`src/rtl/mem_access_unit.sv`:
```
// Memory-side access stage: captures one-cycle read/write strobes and runs a
// req/ack transaction to a variable-latency external memory with timeout.
module mem_access_unit #(
  parameter int ADDR_W  = 32,
  parameter int DATA_W  = 32,
  parameter int TIMEOUT = 15
) (
  input  logic              clk,
  input  logic              rst,
  input  logic              mem_read,
  input  logic              mem_write,
  input  logic [ADDR_W-1:0] addr,
  input  logic [DATA_W-1:0] wdata,
  output logic [DATA_W-1:0] rdata,
  output logic              done,
  output logic              busy,
  output logic              err,
  output logic              overrun,
  output logic              ext_req,
  output logic              ext_we,
  output logic [ADDR_W-1:0] ext_addr,
  output logic [DATA_W-1:0] ext_wdata,
  input  logic [DATA_W-1:0] ext_rdata,
  input  logic              ext_ack
);

  localparam int CNT_W = $clog2(TIMEOUT + 1);

  typedef enum logic [1:0] {S_IDLE, S_ISSUE, S_DONE} state_t;

  state_t           state;
  logic [CNT_W-1:0] cnt;
  logic             req_any;
  logic             req_one;

  always_comb begin
    req_any = mem_read | mem_write;
    req_one = mem_read ^ mem_write;
  end

  always_ff @(posedge clk or negedge rst) begin
    if (!rst) begin
      state     <= S_IDLE;
      cnt       <= '0;
      rdata     <= '0;
      done      <= 1'b0;
      busy      <= 1'b0;
      err       <= 1'b0;
      overrun   <= 1'b0;
      ext_req   <= 1'b0;
      ext_we    <= 1'b0;
      ext_addr  <= '0;
      ext_wdata <= '0;
    end else begin
      done <= 1'b0;
      err  <= 1'b0;
      case (state)
        S_IDLE: begin
          if (req_one) begin
            ext_addr  <= addr;
            ext_wdata <= wdata;
            ext_we    <= mem_write;
            ext_req   <= 1'b1;
            busy      <= 1'b1;
            cnt       <= '0;
            state     <= S_ISSUE;
          end else if (req_any) begin
            overrun <= 1'b1;
          end
        end
        S_ISSUE: begin
          if (req_any) overrun <= 1'b1;
          // Ack takes priority over a timeout expiring on the same edge.
          if (ext_ack) begin
            ext_req <= 1'b0;
            done    <= 1'b1;
            if (!ext_we) rdata <= ext_rdata;
            state   <= S_DONE;
          end else begin
            cnt <= cnt + 1'b1;
            if (cnt == CNT_W'(TIMEOUT - 1)) begin
              ext_req <= 1'b0;
              done    <= 1'b1;
              err     <= 1'b1;
              state   <= S_DONE;
            end
          end
        end
        S_DONE: begin
          if (req_any) overrun <= 1'b1;
          busy  <= 1'b0;
          state <= S_IDLE;
        end
        default: state <= S_IDLE;
      endcase
    end
  end

endmodule

```
`config.mk`:
```
export PLATFORM = sky130hd
export DESIGN_NAME = mem_access_unit
export DESIGN_NICKNAME = d
export VERILOG_FILES = /design/src/rtl/mem_access_unit.sv
export SDC_FILE = /design/constraint.sdc
export NUM_CORES = 1
export LEC_CHECK = 0
export ABC_AREA = 1
export ABC_CLOCK_PERIOD_IN_PS = 2700
export CAP_MARGIN = 5
export CELL_PAD_IN_SITES_DETAIL_PLACEMENT = 1
export CELL_PAD_IN_SITES_GLOBAL_PLACEMENT = 2
export CORE_AREA = 2 2 135 137
export CTS_CLUSTER_SIZE = 28
export DETAILED_ROUTE_END_ITERATION = 10
export DIE_AREA = 0 0 137 139
export PLACE_DENSITY = 0.82
export SYNTH_ARGS = -nofsm -noshare
export SYNTH_HDL_FRONTEND = slang
export SYNTH_SLANG_ARGS = --single-unit
```
`constraint.sdc`:
```
create_clock -name clk -period 2.7 [get_ports clk]
set_clock_uncertainty 0.2 [all_clocks]
set_input_delay 0.54 -clock clk [delete_from_list [all_inputs] [get_ports clk]]
set_output_delay 0.54 -clock clk [all_outputs]
set_load 0.1 [all_outputs]
```
==> out/qor.yml <==
run_status:
  outcome: "complete, no violations"
cells_and_area:
  final_cells: 897
  diodes: 0
  final_cell_mix: "108 x dfrtp_1, 107 x buf_4, 106 x nand2_1, 101 x inv_1, 99 x clkdlybuf4s50_1"
logic_synthesis:
  yosysCellCount: 461
  ys_sh_xor: 0
  compound_area_frac: 0.1683
  ys_async_sr_fraction: 1.000
  edf_count: 0
  common_cells: "108 x dfrtp_1, 106 x nand2_1, 101 x inv_1"
  simple_gate_share: 0.1033
  synth_chip_area_um2: 4698
  synth_cell_type_count: 18
  top_cells_by_area: "dfrtp_1 58%, o21ai_2 12%, nand2_1 8.5%, inv_1 8.1%, buf_6 3.1%"
  yosys_warnings: 0
critical_path:
  endpoint_kind: "flip-flop"
  ff2ff_setup_slack_ns: 1.11
  endpoint: "ext_wdata[25]$_DFFE_PN0P_"
  r2r_end: "rdata[3]$_DFFE_PN0P_"
worst_hold_path:
  whs_path_depth: 2
  min_from: "ext_addr[17]$_DFFE_PN0P_"
clock_tree:
  clockBufferDepth: 2
  ctsResizeCount: 0
  post_cts_buffers: 0
timing:
  fmax_mhz: 491.0
  whs_ns: 0.2861
  hold_viol: 0
  finalSetupTns_ns: 0
place:
  place_congestion: 0.7798
route:
  met2_length_mm: 5.852
  wl_met1_mm: 5.509
  drcViolationCount: 0
global_routing:
  grt.met1_usage: 0.1684
  grtUsageMet2: 0.2100
worst max-delay path: stages:
cell	delay [ns]
clkdlybuf4s50_1	0.46
inv_1	0.06
ha_1	0.31
nand3_4	0.21
buf_12	0.31
nand2_1	0.13
o21ai_2	0.07
final cells by class:
type / instances / area share
Timing Repair Buffer: 212 / 0.2759
Multi-Input combinational cell: 228 / 0.1904
Inverter: 104 / 0.05656
Tap cell: 229 / 0.04152
Clock inverter: 3 / 0.006345
Clock buffer: 13 / 0.03771
Sequential cell: 108 / 0.3916
flip-flops by register name, indices dropped and copies added, names as in the netlist:
signal	count
ext_addr	32
ext_wdata	32
busy	1
done	1
rdata	32
ext_req	1
err	1
ext_we	1
cnt	4
overrun	1
state	2
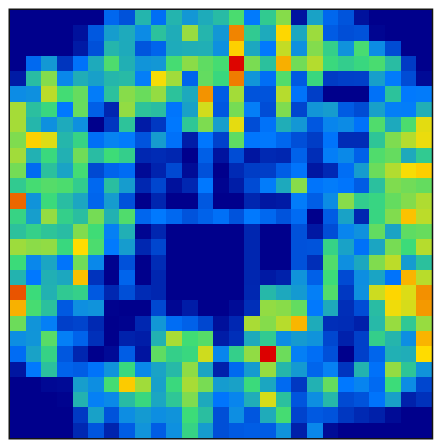
(images/wire_density.png)
The die is cut into 27 by 28 equal tiles; dark blue is low, red is high, scaled to the fullest tile. Values are wire area over tile area, all layers added.
emptiest ninth of the die = middle
mean over tiles = 0.10
nearly empty tiles = 14%
WL final: 12.35 mm
drt wl/cell: 13.76 µm
Tot GR Track Use: 0.1292
vias: 3692

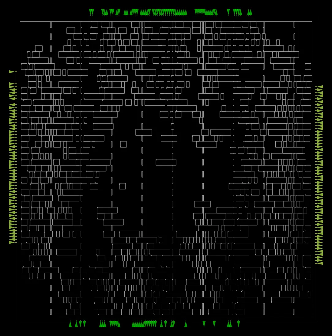
(images/final_placement.png)
Seq/total area: 0.3916
TAP cells: 229
fillers: 2038
Rows: 49
final core utilization: 0.3909

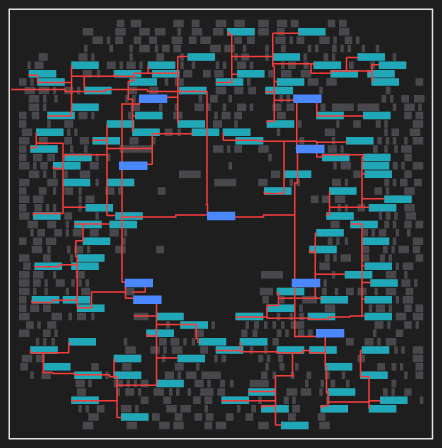
(images/clock_map.png)
flip-flops -> cyan  # count 108
cells driving clock nets -> blue  # count 9
clock wires -> red  # length 1500 µm
routed clock nets = 10
Worst-Skew Late Latency: 0.34 ns

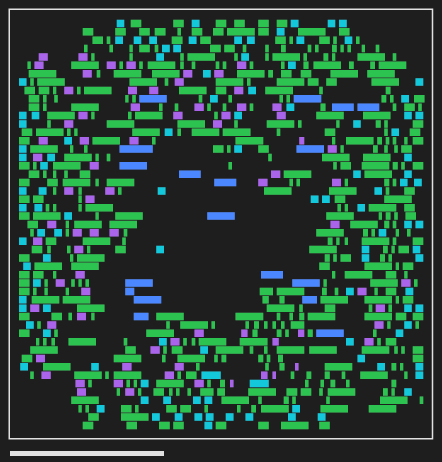
(images/drive_strength.png)
Scale bar: 50 µm.
drive 1 or less -> green  # cells 466, most used dfrtp_1
drive 2 -> purple  # cells 75, most used o21ai_2
drive 6 and up -> blue  # cells 18, most used clkbuf_16
drive 3 to 4 -> cyan  # cells 109, most used buf_4
design area: 6902 µm²
Final WS setup: 0.6632 ns

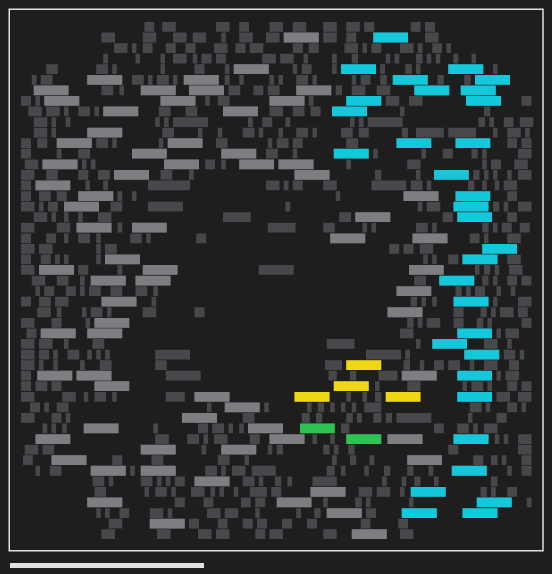
(images/registers.png)
Scale bar: 50 µm.
state -> green  # sequential cells 2
cnt -> yellow  # sequential cells 4
rdata -> cyan  # sequential cells 32, where a column on the right
not coloured = 70
storage element area: 2703 µm²

